## config.mk

```make
export PLATFORM = sky130hd
export DESIGN_NAME = teclado_atm
export DESIGN_NICKNAME = d
export VERILOG_FILES = /design/src/rtl/teclado_atm.sv
export SDC_FILE = /design/constraint.sdc
export NUM_CORES = 1
export LEC_CHECK = 0
export CAP_MARGIN = 20
export CORE_ASPECT_RATIO = 1.5
export CORE_UTILIZATION = 35
export DETAILED_ROUTE_END_ITERATION = 6
export HOLD_SLACK_MARGIN = 0.02
export PLACE_DENSITY = 0.63
export SLEW_MARGIN = 20
export SYNTH_ARGS = -nofsm -noshare
export SYNTH_HDL_FRONTEND = slang
export SYNTH_SLANG_ARGS = --single-unit
```

## constraint.sdc

```tcl
create_clock -name clk -period 6.8 [get_ports clk]
set_clock_uncertainty 0.05 [all_clocks]
set_input_delay 1.36 -clock clk [delete_from_list [all_inputs] [get_ports clk]]
set_output_delay 1.36 -clock clk [all_outputs]
set_load 0.02 [all_outputs]
```

## src/rtl/teclado_atm.sv

```systemverilog
// teclado_atm: keypad front-end for the ATM controller.
// Synchronises and debounces the raw keypad, forwards PIN digits and assembles
// decimal amounts.
// Ports:
//   clk, reset    - system clock (rising edge), synchronous active-high reset
//   tecla_valida  - raw key-pressed level (asynchronous, bouncy)
//   tecla_cod     - raw key code: 0-9 digit, 0xA BORRAR, 0xB ENTRAR
//   modo_monto    - 0 = PIN mode, 1 = amount mode
//   digito        - last accepted PIN digit
//   digito_stb    - one-cycle pulse per accepted PIN digit
//   monto         - last assembled amount
//   monto_stb     - one-cycle pulse when monto is updated
//   num_digitos   - digits currently held in the amount accumulator
//   tecla_error   - one-cycle pulse on a rejected key
module teclado_atm #(
    parameter int unsigned DEBOUNCE_CICLOS = 16,
    parameter int unsigned MAX_DIGITOS     = 9
) (
    input  logic        clk,
    input  logic        reset,
    input  logic        tecla_valida,
    input  logic [3:0]  tecla_cod,
    input  logic        modo_monto,
    output logic [3:0]  digito,
    output logic        digito_stb,
    output logic [31:0] monto,
    output logic        monto_stb,
    output logic [3:0]  num_digitos,
    output logic        tecla_error
);

    localparam int unsigned CW         = $clog2(DEBOUNCE_CICLOS + 1);
    localparam logic [CW-1:0] CNT_MAX  = CW'(DEBOUNCE_CICLOS);
    localparam logic [3:0] NUM_MAX     = 4'(MAX_DIGITOS);
    localparam logic [3:0] COD_BORRAR  = 4'hA;
    localparam logic [3:0] COD_ENTRAR  = 4'hB;

    typedef enum logic [2:0] {
        REPOSO,
        FILTRO,
        ACEPTA,
        PRESIONADA,
        LIBERA
    } estado_t;

    estado_t       estado, estado_sig;
    logic [CW-1:0] cnt, cnt_sig;
    logic [3:0]    cod_q, cod_sig;
    logic          valida_s1, valida_s2;
    logic [3:0]    cod_s1, cod_s2;
    logic          modo_q;
    logic [31:0]   acc, acc_sig;
    logic [3:0]    num_sig, digito_sig;
    logic [31:0]   monto_sig;
    logic          dstb_sig, mstb_sig, err_sig;

    // State, synchronisers and datapath registers
    always_ff @(posedge clk) begin
        if (reset) begin
            estado      <= REPOSO;
            cnt         <= '0;
            cod_q       <= '0;
            valida_s1   <= 1'b0;
            valida_s2   <= 1'b0;
            cod_s1      <= '0;
            cod_s2      <= '0;
            modo_q      <= 1'b0;
            acc         <= '0;
            num_digitos <= '0;
            digito      <= '0;
            monto       <= '0;
            digito_stb  <= 1'b0;
            monto_stb   <= 1'b0;
            tecla_error <= 1'b0;
        end else begin
            estado      <= estado_sig;
            cnt         <= cnt_sig;
            cod_q       <= cod_sig;
            valida_s1   <= tecla_valida;
            valida_s2   <= valida_s1;
            cod_s1      <= tecla_cod;
            cod_s2      <= cod_s1;
            modo_q      <= modo_monto;
            acc         <= acc_sig;
            num_digitos <= num_sig;
            digito      <= digito_sig;
            monto       <= monto_sig;
            digito_stb  <= dstb_sig;
            monto_stb   <= mstb_sig;
            tecla_error <= err_sig;
        end
    end

    // Debounce FSM: one ACEPTA cycle per physical press
    always_comb begin
        estado_sig = estado;
        cnt_sig    = cnt;
        cod_sig    = cod_q;
        unique case (estado)
            REPOSO: begin
                if (valida_s2) begin
                    cod_sig    = cod_s2;
                    cnt_sig    = CW'(1);
                    estado_sig = FILTRO;
                end
            end
            FILTRO: begin
                if (valida_s2 && (cod_s2 == cod_q)) begin
                    if (cnt == CNT_MAX) estado_sig = ACEPTA;
                    else                cnt_sig    = cnt + CW'(1);
                end else begin
                    cnt_sig    = '0;
                    estado_sig = REPOSO;
                end
            end
            ACEPTA: begin
                cnt_sig    = '0;
                estado_sig = PRESIONADA;
            end
            PRESIONADA: begin
                if (!valida_s2) begin
                    cnt_sig    = CW'(1);
                    estado_sig = LIBERA;
                end
            end
            LIBERA: begin
                if (valida_s2) begin
                    cnt_sig    = '0;
                    estado_sig = PRESIONADA;
                end else if (cnt == CNT_MAX) begin
                    cnt_sig    = '0;
                    estado_sig = REPOSO;
                end else begin
                    cnt_sig    = cnt + CW'(1);
                end
            end
            default: begin
                cnt_sig    = '0;
                estado_sig = REPOSO;
            end
        endcase
    end

    // Key actions; a mode toggle clears the accumulator before any action
    always_comb begin
        acc_sig    = acc;
        num_sig    = num_digitos;
        monto_sig  = monto;
        digito_sig = digito;
        dstb_sig   = 1'b0;
        mstb_sig   = 1'b0;
        err_sig    = 1'b0;
        if (modo_monto != modo_q) begin
            acc_sig = '0;
            num_sig = '0;
        end
        if (estado == ACEPTA) begin
            if (!modo_monto) begin
                if (cod_q <= 4'd9) begin
                    digito_sig = cod_q;
                    dstb_sig   = 1'b1;
                end else begin
                    err_sig = 1'b1;
                end
            end else if (cod_q <= 4'd9) begin
                if (num_sig < NUM_MAX) begin
                    // acc*10 as shift-add; MAX_DIGITOS keeps it below 2^32
                    acc_sig = (acc_sig << 3) + (acc_sig << 1) + 32'(cod_q);
                    num_sig = num_sig + 4'd1;
                end else begin
                    err_sig = 1'b1;
                end
            end else if (cod_q == COD_BORRAR) begin
                acc_sig = '0;
                num_sig = '0;
            end else if (cod_q == COD_ENTRAR) begin
                if (num_sig != 4'd0) begin
                    monto_sig = acc_sig;
                    mstb_sig  = 1'b1;
                    acc_sig   = '0;
                    num_sig   = '0;
                end else begin
                    err_sig = 1'b1;
                end
            end else begin
                err_sig = 1'b1;
            end
        end
    end

endmodule
```

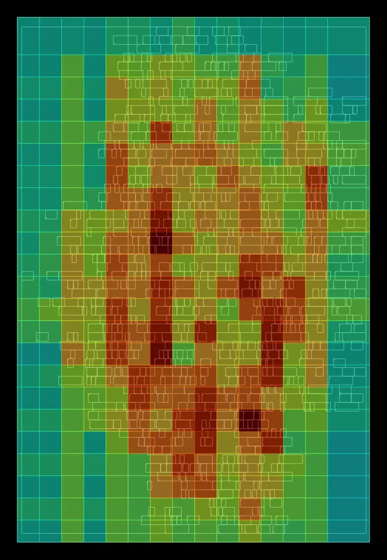
Fig. 1. Track usage over the die (run 1).
global routing usage summed across all routing layers: 0.1873
routing layer with the top usage in global route: met2
global-route met2 utilization: 0.3413

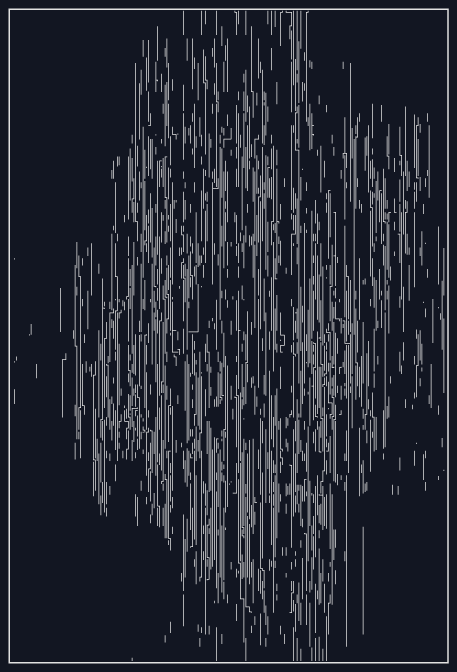
Fig. 2. Met2 routing (run 1).
The layer carries 8,230 µm of wire. The wires run mostly vertical. 722 nets have wire on it.

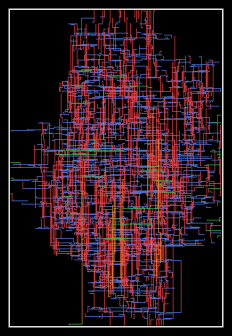
Fig. 3. Signal wires by layer (run 1).
Red is M2, wire length 8,230 µm. Green is M3, wire length 416 µm. Orange is M4, wire length 477 µm. Blue is M1, wire length 6,800 µm.

==> flow_summary_export.csv, run 1 <==
group,metric,value,unit
worst_hold_path,launch_point_of_the_worst_hold_path,"cod_s1[2]",
synth,largest_area_cell,"sky130_fd_sc_hd__dfxtp_1",
detailed_routing,via_per_inst,5.459,
power_and_ir_drop,power.density,164.3,nW/µm²
clocking,post-cts-setup-buffers,0,
global_routing,routing_usage_on_met3,0.01716,
power_and_ir_drop,fin_total_pwr,1.152,mW
place,dp.final_hpwl,11.85,mm
setup_path,cp_common_cell,"sky130_fd_sc_hd__ha_1",
global_routing,gr-total-overflow,0,
setup_path,worstSetupPathDepth,12,
synth,synth-warning-count,0,
place,placed_area,6704,µm²
finish,layout_top_cells_excl_fill_tap,"110 x sky130_fd_sc_hd__nand2_1, 98 x sky130_fd_sc_hd__dfxtp_1, 79 x sky130_fd_sc_hd__a21oi_1",
run,max_cap_check_violation_count,0,
detailed_routing,met2RoutedLength,8.225,mm
sta,clock.fmax,188.1,MHz
detailed_routing,detail_route.drc_violations,0,
synth,async_flop_share,0,
clocking,cts-resized-gates,0,
clocking,clock_tree_root,"sky130_fd_sc_hd__clkbuf_16",
synth,synthDistinctLibCells,72,
worst_hold_path,min-delay-path-class,"reg2reg",
setup_path,r2r_end,"acc[31]",
synth,postSynthSeqShare,0.3225,
finish,final_layout_size_suffix_gt1_frac,0.05141,
synth,netlist_instances,745,
synth,count_of_library_flops_with_an_enable_pin,0,
sta,setup_ws,1.484,ns
setup_path,setup.worst_path.class,"in2reg",
setup_path,critical-path-max-stage-delay,0.64,ns
synth,numSynthFlops,98,
sta,timing.max_slew.rel_slack,0.4289,
finish,fin_nets,846,
setup_path,critPathCapture,"acc[31]",
synth,netlist.area_leader.share,0.3225,
place,dp_slack,1.207,ns
clocking,post_cts_hold_buffer_count,0,
finish,layout.cell_area.non_filler,7010,µm²
global_routing,grt_start_max_net_pins,77,
clocking,clkTransAtPathRegs,0.08,ns
setup_path,r2r.worst_path.cells,11,
global_routing,grt_pass1_wl,26.31,mm
setup_path,worst_ep_required_time,7.02,ns
sta,fin_crit,5.316,ns
worst_hold_path,min_path_cells,1,
sta,rsz0062_at_grt,"no",
detailed_routing,drt_first_pass_iters,4,
run,log.warning_count,29,
floorplan,chipArea,17920,µm²
sta,finalHoldViolations,0,
setup_path,category_of_the_worst_setup_path_capture_point,"flip-flop",
synth,synthesis.nets,818,
detailed_routing,m1_wire_length,6.796,mm
setup_path,path_max_fanout,15,
detailed_routing,final_antenna_net_count,0,
detailed_routing,dr_total_vias,5393,
floorplan,core_footprint,16910,µm²
worst_hold_path,worst_hold_path.endpoint,"cod_s2[2]",
finish,layout_top_cell,"sky130_fd_sc_hd__nand2_1",
global_routing,number_of_antenna_violations_at_the_first_check_in_global_routing,0,
clocking,cts.sinks,98,
setup_path,cp_num_buf_inv,2,
global_routing,first_global_vias,5337,
detailed_routing,totalWireLength,15.92,mm
setup_path,arrival,5.54,ns
detailed_routing,wl_met3,416,µm
detailed_routing,routed_wire_length_per_instance,16.11,µm
detailed_routing,initialDrtViolationCount,253,
detailed_routing,highest-signal-layer,"met4",
setup_path,critical_path.cell_chain,"clkdlybuf4s50_1, xnor2_2, buf_4, and2_1, ha_1, ha_1, and4_1, o2111ai_1, a311oi_1, nor2_1, a211o_1, a32oi_1",
sta,period_used_share,0.7818,
setup_path,slowest_stage,"sky130_fd_sc_hd__clkdlybuf4s50_1",
global_routing,global_route.usage.met1,0.2166,
place,placed_cells,972,
finish,area_delta_synth_final,15.24,%
floorplan,floorplan.core_util,0.3598,
synth,ys_chip_area,6083,µm²
clocking,cts_inserted_buffers,9,
place,portBuffers,50,
floorplan,row_count,58,
run_status,status,"complete, no violations",
synth,synth.cell_area,6083,µm²
sta,fin_setup_tns,0,ns
synth,synth.yosys.num_cells,745,
setup_path,worstReg2RegStart,"modo_q",
sta,finalSetupViolations,0,
finish,antenna_cells,0,
sta,drv_slew,0,
setup_path,ff2ff_setup_slack,2.86,ns
finish,reg_top3,"acc: 32 flops, monto: 32 flops, cnt: 5 flops",
floorplan,floorplan.io_pins,51,
floorplan,die.size.y,163.5,µm
## run 1: where the power goes
group          internal [mW]  switching (mW)  total (mW)
Sequential             0.577         0.00356       0.581
Combinational         0.0136          0.0289      0.0426
Clock                  0.263           0.266       0.528
Total                  0.854           0.298        1.15
## run 1: final cells by class
class                           count  area, µm²
Fill cell                        1717       9898
Sequential cell                    98       1962
Multi-Input combinational cell    585       3849
Tap cell                          210      262.8
Clock inverter                      7      81.33
Timing Repair Buffer               57      548.0
Inverter                           22      82.58
Clock buffer                        9      225.2
## run 1: kinds of logic after synthesis
kind of cell	after synthesis	synth area share
multiplexers	11	0.01831
AND-OR/OR-AND	195	0.2079
AND/OR/NAND/NOR	280	0.2213
buffers and inverters	62	0.04607
flip-flops	98	0.3225
XOR/XNOR	34	0.04895
adder cells (fa/ha/maj)	65	0.1349
==> run 2, diff against run 1 <==
==> constraint.sdc (replaced) <==
create_clock -name clk -period 5.55 [get_ports clk]
set_clock_uncertainty 0.05 [all_clocks]
set_input_delay 1.11 -clock clk [delete_from_list [all_inputs] [get_ports clk]]
set_output_delay 1.11 -clock clk [all_outputs]
set_load 0.02 [all_outputs]
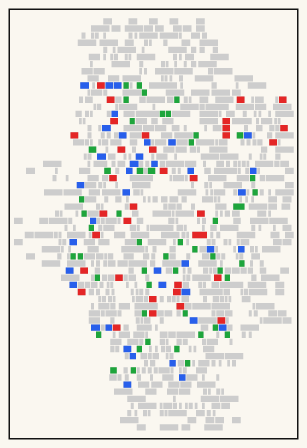
Fig. 4. Logic cells by family (run 2).
Blue is non-inverting ao/oa cells, cells 38. Green is and/or cells, cells 49. Red is xor and xnor cells, cells 34.

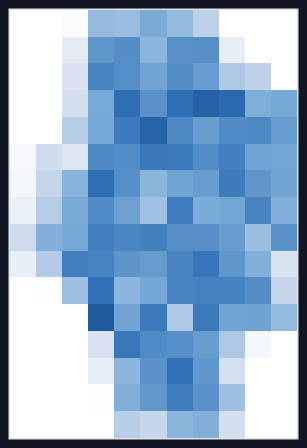
Fig. 5. Cell density map (run 2).
The die is cut into 11 by 16 equal tiles; white is low, dark blue is high, 0 to 100% covered.
The emptiest ninth of the die: lower left. The mean over all tiles is 38%. 24% of the tiles are nearly empty. The fullest tile reaches 83%. 2.3% of the tiles are over 75% full.

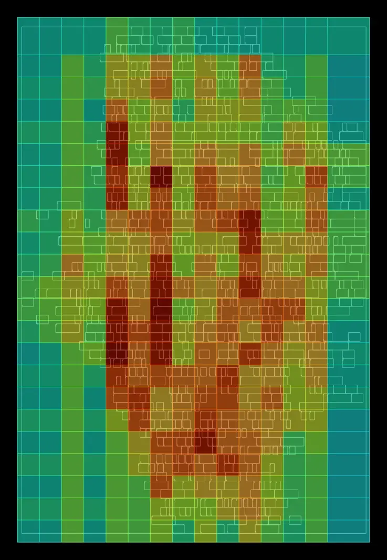
Fig. 6. Track usage over the die (run 2).
routing usage on met3: 0.01476
global-route met2 utilization: 0.3319

==> flow_summary_export.csv, run 2 <==
group,metric,value,unit
place,placed_cells,978,
global_routing,gr-total-overflow,0,
power_and_ir_drop,netSwitchingPower,0.3490,mW
synth,synthDistinctLibCells,72,
finish,layout.cell_area.non_filler,7067,µm²
setup_path,category_of_the_worst_setup_path_capture_point,"flip-flop",
finish,fin_nets,852,
detailed_routing,routed_wire_length_per_instance,15.98,µm
setup_path,arrival,5.06,ns
place,placed_area,6749,µm²
setup_path,cp_common_cell,"sky130_fd_sc_hd__ha_1",
power_and_ir_drop,seq_power_share,0.495,
setup_path,critical-path-max-stage-delay,0.60,ns
run_status,status,"complete, no violations",
detailed_routing,drt_first_pass_iters,5,
power_and_ir_drop,p_comb_frac,0.037,
place,portBuffers,50,
setup_path,worstSetupPathDepth,13,
global_routing,number_of_antenna_violations_at_the_first_check_in_global_routing,0,
floorplan,floorplan.core_util,0.3598,
setup_path,worst_ep_required_time,5.78,ns
detailed_routing,highest-signal-layer,"met4",
worst_hold_path,min-delay-path-class,"reg2reg",
power_and_ir_drop,p_sw_frac,0.2428,
clocking,cts.sinks,98,
finish,reg_top3,"acc: 32 flops, monto: 32 flops, cnt: 5 flops",
sta,drv_slew,0,
synth,netlist_instances,745,
power_and_ir_drop,comb_cell_power,0.0536,mW
place,dp_slack,0.3733,ns
worst_hold_path,launch_point_of_the_worst_hold_path,"cod_s1[2]",
power_and_ir_drop,pwr.group.sequential,0.711,mW
detailed_routing,via_per_inst,5.439,
sta,rsz0062_at_grt,"no",
clocking,post-cts-setup-buffers,0,
clocking,cts-resized-gates,0,
synth,netlist.area_leader.share,0.3225,
setup_path,path_max_fanout,13,
synth,postSynthSeqShare,0.3225,
finish,combinational_area,3849,µm²
clocking,clock_tree_root,"sky130_fd_sc_hd__clkbuf_16",
synth,ys_chip_area,6083,µm²
finish,fillers,1777,
place,dp.final_hpwl,11.90,mm
finish,antenna_cells,0,
floorplan,chipArea,17920,µm²
power_and_ir_drop,share_clk_of_total_power,0.468,
finish,layout_top_cell,"sky130_fd_sc_hd__nand2_1",
power_and_ir_drop,fin_total_pwr,1.437,mW
finish,register_area,1962,µm²
clocking,cts_inserted_buffers,9,
detailed_routing,met2RoutedLength,8.095,mm
run,log.warning_count,29,
setup_path,worstReg2RegStart,"modo_q",
synth,synth-warning-count,0,
global_routing,grt_use_total,0.1851,
floorplan,die.size.y,163.5,µm
detailed_routing,wl_met3,511,µm
sta,fin_crit,4.831,ns
global_routing,grt_start_max_net_pins,76,
sta,period_used_share,0.8704,
synth,synth.yosys.num_cells,745,
global_routing,first_global_vias,5158,
clocking,clkTransAtPathRegs,0.07,ns
sta,clock.fmax,207.0,MHz
run,max_cap_check_violation_count,0,
synth,async_flop_share,0,
sta,finalHoldViolations,0,
setup_path,r2r.worst_path.cells,12,
finish,layout_top_cells_excl_fill_tap,"110 x sky130_fd_sc_hd__nand2_1, 98 x sky130_fd_sc_hd__dfxtp_1, 79 x sky130_fd_sc_hd__a21oi_1",
finish,final_layout_size_suffix_gt1_frac,0.05867,
worst_hold_path,worst_hold_path.endpoint,"cod_s2[2]",
sta,fin_setup_tns,0,ns
power_and_ir_drop,p_int,1.088,mW
setup_path,setup.worst_path.class,"in2reg",
[run 2: area by class of cell]
cell class              count  area share
repair buffers             63     0.08392
inverters                  22     0.01169
well taps                 210     0.03718
clock buffers               9     0.03187
clock inverters             7     0.01310
flip-flops and latches     98      0.2776
multi-input cells         585      0.5446
[run 2: logic make-up after synthesis]
logic type                 synth area share
AOI/OAI and AO/OA                    0.2079
xor gates and xnor gates            0.04895
adders and majority gates            0.1349
buffers and inverters               0.04607
DFF                                  0.3225
muxes                               0.01831
and+or+nand+nor                      0.2213
[run 2: metal layers]
layer | vias to the layer above | GRT usage
met5 | - | 0
met4 | 0 | 0.08667
met3 | 31 | 0.01476
met2 | 111 | 0.3319
met1 | 2548 | 0.2187
li1 | 2716 | -
Power and IR drop assume default switching activity.
